**Run 1: sequential cells grouped by signal name**

Other sequential cells in the stronger gray, the rest of the logic in the fainter gray.
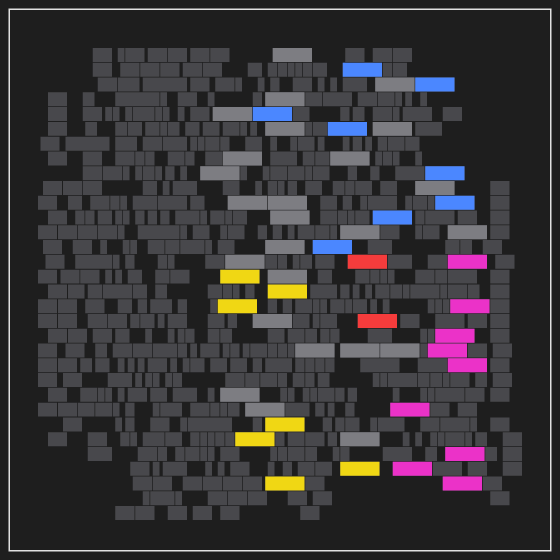
**Run 1: clock distribution**

Scale bar: 20 um.
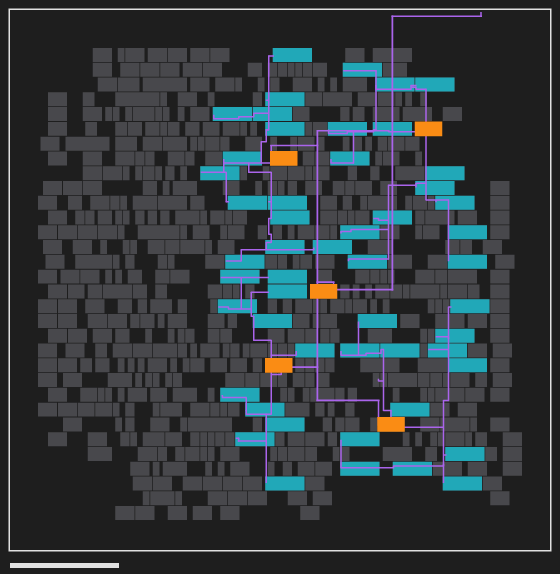
**Run 1: cell sizes after repair**

Scale bar: 20 um.
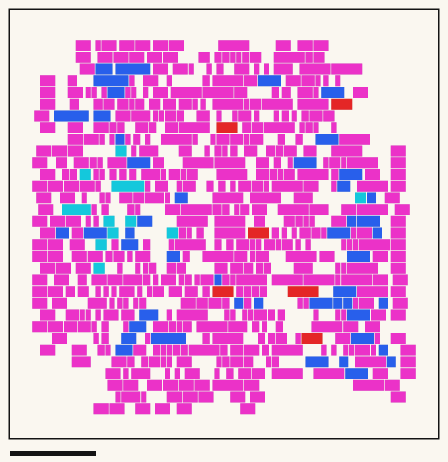
Design vga_fill_sched, sky130hd; sources not shown.
==> results.sh, run 1 <==
# physical design summary
export IMPL_finalWorstPathRequiredPeriod_ns=4.89
export IMPL_yosysSeqAreaShare_pct=26.1
export IMPL_route_met3_wl_um=739
export IMPL_placementRows=32
export IMPL_critical_path_fanouts_max=18
export IMPL_post_route_drc_count=0
export IMPL_report_final_slew_viol_count=0
export IMPL_cts_inserted_buffers=5
export IMPL_achievable_frequency_ghz=0.204
export IMPL_cp_required_ns=5.59
export IMPL_top_logic_kind="AND-OR/OR-AND gates"
export IMPL_cp_endpoint_kind="register"
export IMPL_final_fill_count=658
export IMPL_setup_worst_path_start_class="input port"
export IMPL_fin_cells=687
export IMPL_yosys_area_share_aoi_pct=26.8
export IMPL_worstHoldPathType="register to register"
export IMPL_syn_inst=487
export IMPL_result_of_the_run="finished, final reports clean"
export IMPL_synth_chip_area_um2=3920
export IMPL_synth_cell_area_um2=3920
export IMPL_power_per_cell_area_nw_per_um2=353
export IMPL_met1_length_um=5080
export IMPL_die_size_y_um=99.4
export IMPL_grtUsageTotal_pct=22.1
export IMPL_r2r_worst_path_cells=13
export IMPL_leakage_nw=2.05
export IMPL_crit_path_top_delay_cell="sky130_fd_sc_hd__a31oi_1"
export IMPL_xor_area_share_pct=5.14
export IMPL_count_of_vias_placed_by_the_detailed_router=3924
export IMPL_cts_sink_count=51
export IMPL_post_synth_and_or_nand_nor_area_fraction_pct=19.6
export IMPL_die_outline_area_um2=9880
export IMPL_ys_seq_elements=51
export IMPL_tns_ns=0
export IMPL_clock_tree_root_cell="sky130_fd_sc_hd__clkbuf_8"
export IMPL_layout_cell_share_with_drive_strength_beyond_1_pct=10.9
export IMPL_yosysTopAreaCellShare_pct=26.1
export IMPL_firstDrtPassIters=5
export IMPL_crit_path_cell_trace="clkdlybuf4s50_1 -> a21boi_4 -> buf_4 -> mux2i_1 -> inv_1 -> ha_1 -> a21oi_1 -> maj3_1 -> o221ai_1 -> o21bai_2 -> mux2i_1 -> a31oi_1 -> o21ai_0 -> a21oi_1"
export IMPL_peakVddDrop_v=0.000147
export IMPL_tightestPinTransition_ns=0.910
Notes on 'sequential cells grouped by signal name' above:
`state`: in red, sequential cells 2. `color`: in magenta, sequential cells 9. `yb`: in yellow, sequential cells 7. `x`: in blue, sequential cells 8.
Another 25 sequential cells are not colored.
power drawn by the sequential cells: 587 uW
fraction of area in registers: 19.8%
post-route core utilization: 66.3%

Notes on 'clock distribution' above:
clock wires: in purple, length 618 um. flip-flops: in cyan, count 51. clock drivers: in orange, count 5.
There are 6 routed clock nets.
P_clk: 216 uW
Worst-Skew Late Latency: 0.31 ns
worst setup skew after layout: 0.00706 ns
power share of the clock group: 11.9%

Notes on 'cell sizes after repair' above:
_2 cells: in blue, cells 47, share 8.0%, most used a311oi_2. _3 and _4 cells: in cyan, cells 11, share 1.9%, most used buf_4. _6 and larger: in red, cells 6, share 1.0%, most used clkbuf_8. _0 and _1 cells: in magenta, cells 521, share 89%, most used clkdlybuf4s50_1.
growth of design area from synthesis to finish: 31.5%
fin area: 5150 um2
setup slack after layout: 0.455 ns
number of buffers outside the clock class in the layout: 121

## run 1: area by class of cell
class | instances | area (um2) | share of cell area [%]
clock inverter | 1 | 5.00 | 0.0972
multi-input combinational | 385 | 2650 | 51.4
tap | 102 | 128 | 2.48
inverter | 20 | 75.1 | 1.46
sequential | 51 | 1020 | 19.8
clock buffer | 7 | 76.3 | 1.48
timing repair buffer | 121 | 1200 | 23.3
## run 1: report_power, final
part	internal (mW)	total (mW)	switching, mW	leakage [nW]
Sequential	0.484	0.587	0.103	0.420
Clock	0.0921	0.216	0.124	0.0422
Combinational	0.445	1.02	0.571	1.59
## run 1: layout by cell type, fill, tap and decap left out, drive strengths merged, types with 3 or more instances in the layout
master / synthesis / layout
a21o: 3 / 3
a21oi: 38 / 38
a2bb2oi: 6 / 6
a311oi: 14 / 14
a31oi: 4 / 4
and3: 3 / 3
buf: 14 / 10
clkbuf: 17 / 7
clkdlybuf4s50: 0 / 111
dfxtp: 51 / 51
ha: 15 / 15
inv: 20 / 20
maj3: 6 / 6
mux2i: 26 / 26
mux4: 4 / 4
nand2: 95 / 95
nand3: 14 / 14
nand4: 3 / 3
nor2: 37 / 37
nor2b: 3 / 3
nor3: 5 / 5
nor3b: 3 / 3
nor4: 3 / 3
o2111ai: 3 / 3
o211ai: 16 / 16
o21ai: 24 / 24
o31a: 4 / 4
o31ai: 3 / 3
o32ai: 5 / 5
or2: 3 / 3
xnor2: 4 / 4
xor2: 19 / 19
## run 1: metrics by stage
step	utilization (%)	setup WS (ns)	hold WS [ns]	total power, mW
after detailed placement	65.3	0.155	0.449	1.61
final	66.3	0.455	0.458	1.82
after global routing	66.3	0.0277	0.487	1.95
after floorplan	-	0.975	0.433	1.30
after global placement	65.3	0.410	0.439	1.57
after CTS	66.3	0.491	0.461	1.82
**Run 1: clock nets**

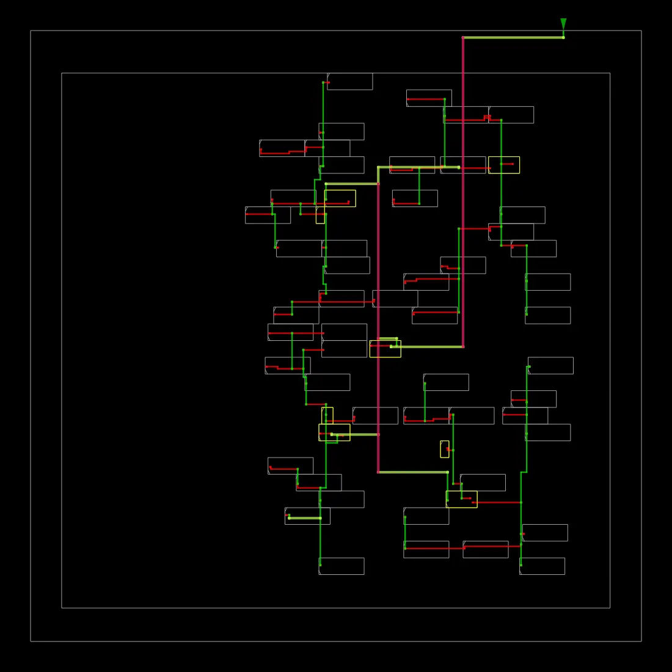

==> run 2: changes to the inputs <==
--- a/config.mk
+++ b/config.mk
@@ -5,12 +5,13 @@
 export SDC_FILE = /design/constraint.sdc
 export NUM_CORES = 1
 export LEC_CHECK = 0
+export ABC_AREA = 1
 export CAP_MARGIN = 0
 export CORE_MARGIN = 5
-export CORE_UTILIZATION = 49
+export CORE_UTILIZATION = 48
 export CTS_CLUSTER_SIZE = 25
 export DETAILED_ROUTE_END_ITERATION = 12
-export PLACE_DENSITY = 0.82
+export PLACE_DENSITY = 0.81
 export SLEW_MARGIN = 25
 export SYNTH_ARGS = -nofsm -noshare
 export SYNTH_HDL_FRONTEND = slang
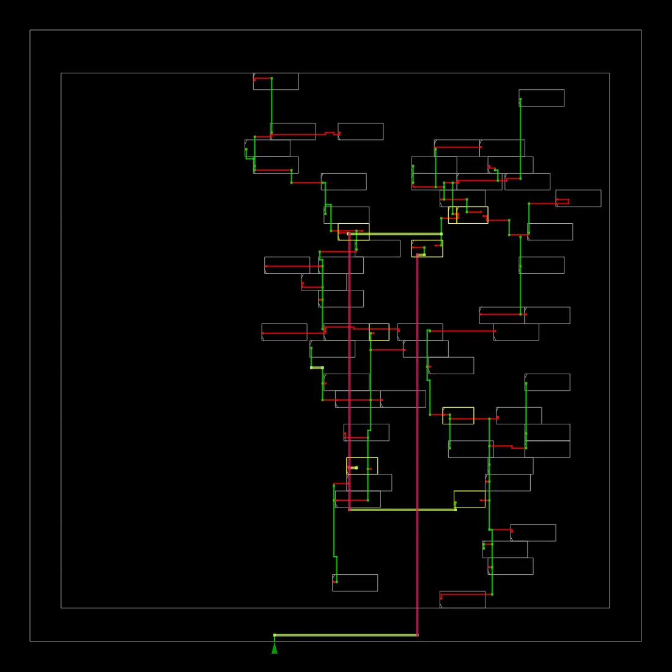
**Above:** run 2 (clock nets).
P_clk: 234 uW
number of clock buffer instances in the layout: 7

==> results.sh, run 2 <==
# physical design summary
export IMPL_result_of_the_run="finished, final reports clean"
export IMPL_leakage_nw=2.39
export IMPL_sequentialPowerShare_pct=31.4
export IMPL_finalWorstPathRequiredPeriod_ns=4.68
export IMPL_synth_chip_area_um2=3840
export IMPL_fin_cells=805
export IMPL_cts_inserted_buffers=5
export IMPL_power_per_cell_area_nw_per_um2=370
export IMPL_worstHoldPathType="register to register"
export IMPL_power_combinational_fraction_pct=56.1
export IMPL_grtUsageTotal_pct=21.4
export IMPL_stdcell_area_um2=5060
export IMPL_yosysSeqAreaShare_pct=26.6
export IMPL_internal_power_mw=1.01
export IMPL_yosysTopAreaCellShare_pct=26.6
export IMPL_fin_ws_ns=0.670
export IMPL_totalPowerFinal_mw=1.87
export IMPL_r2r_worst_path_cells=19
export IMPL_clock_tree_root_cell="sky130_fd_sc_hd__clkbuf_8"
export IMPL_peakVddDrop_v=0.000151
export IMPL_die_outline_area_um2=9900
export IMPL_post_route_drc_count=0
export IMPL_pre_cts_ws_ns=0.335
export IMPL_cp_endpoint_kind="register"
export IMPL_lay_top_cells="sky130_fd_sc_hd__nand2_1 (189), sky130_fd_sc_hd__clkdlybuf4s50_1 (111), sky130_fd_sc_hd__dfxtp_1 (51), sky130_fd_sc_hd__a21oi_1 (50), sky130_fd_sc_hd__o21ai_0 (49)"
export IMPL_placementRows=32
export IMPL_cp_required_ns=5.56
export IMPL_layout_cell_share_with_drive_strength_beyond_1_pct=4.69
export IMPL_report_final_slew_viol_count=0
export IMPL_syn_inst=608
export IMPL_crit_path_top_delay_cell="sky130_fd_sc_hd__clkdlybuf4s50_1"
export IMPL_flow_area_growth_from_synthesis_pct=31.6
export IMPL_final_fill_count=728
export IMPL_count_of_vias_placed_by_the_detailed_router=4187
export IMPL_ys_seq_elements=51
export IMPL_sw_frac_of_total_pct=46.0
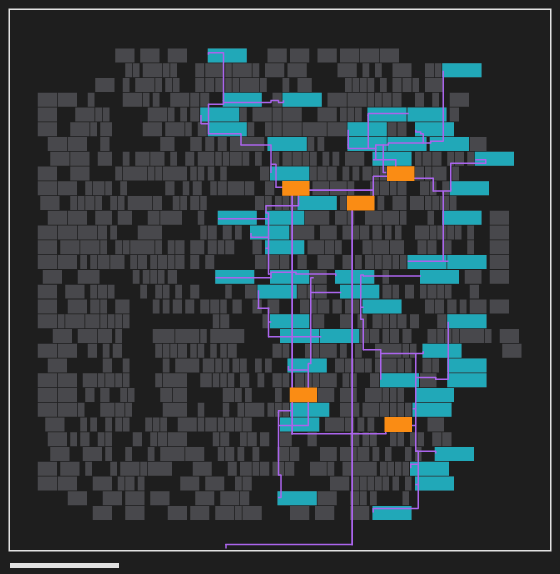
**Above:** run 2 (clock distribution).
Scale bar: 20 um.
clock wires: in purple, length 610 um. clock drivers: in orange, count 5. flip-flops: in cyan, count 51.
There are 6 routed clock nets.
worst setup skew after layout: 0.00932 ns
power share of the clock group: 12.5%

==> run 2: worst reg2reg max path, delay by kind of cell (launching register included) <==
kind,cells,cell delay [ns]
adders and majority gates,1,0.31
buffers and inverters,2,0.26
DFF,1,0.39
AOI/OAI and AO/OA,3,0.64
and+or+nand+nor,13,2.05
==> run 2: layout make-up <==
type | count | area (um2) | area share [%]
clock buffer | 7 | 86.3 | 1.71
timing repair buffer | 116 | 1150 | 22.7
sequential | 51 | 1020 | 20.2
clock inverter | 1 | 8.76 | 0.173
tap | 102 | 128 | 2.52
inverter | 51 | 191 | 3.78
multi-input combinational | 477 | 2470 | 48.9
==> run 2: kinds of logic (layout without fill, tap and decap cells) <==
kind of cell	after synthesis	after routing	share of synthesized area (%)
xor gates and xnor gates	23	23	5.24
muxes	9	9	2.34
buffers and inverters	80	175	9.15
DFF	51	51	26.6
and+or+nand+nor	309	309	35.3
adders and majority gates	15	15	4.88
AOI/OAI and AO/OA	121	121	16.5
==> run 2: per-layer routing <==
| metal | global-route usage (%) | vias up | routed length [um] |
|---|---|---|---|
| li1 | - | 2171 | - |
| met1 | 29.1 | 1866 | 5080 |
| met2 | 34.8 | 135 | 4970 |
| met3 | 2.73 | 15 | 586 |
| met4 | 7.35 | 0 | 236 |
| met5 | 0 | - | 0 |
==> run 2: power groups by stage <==
stage                     registers, mW  logic [mW]  clock network (mW)
after floorplan                   0.664       0.662                   0
after global placement            0.591        1.02                   0
after detailed placement          0.595        1.04                   0
after CTS                         0.588        1.05               0.235
after global routing              0.603        1.17               0.249
final                             0.589        1.05               0.234
No activity file was given, so power comes from the tool's default toggle rates.
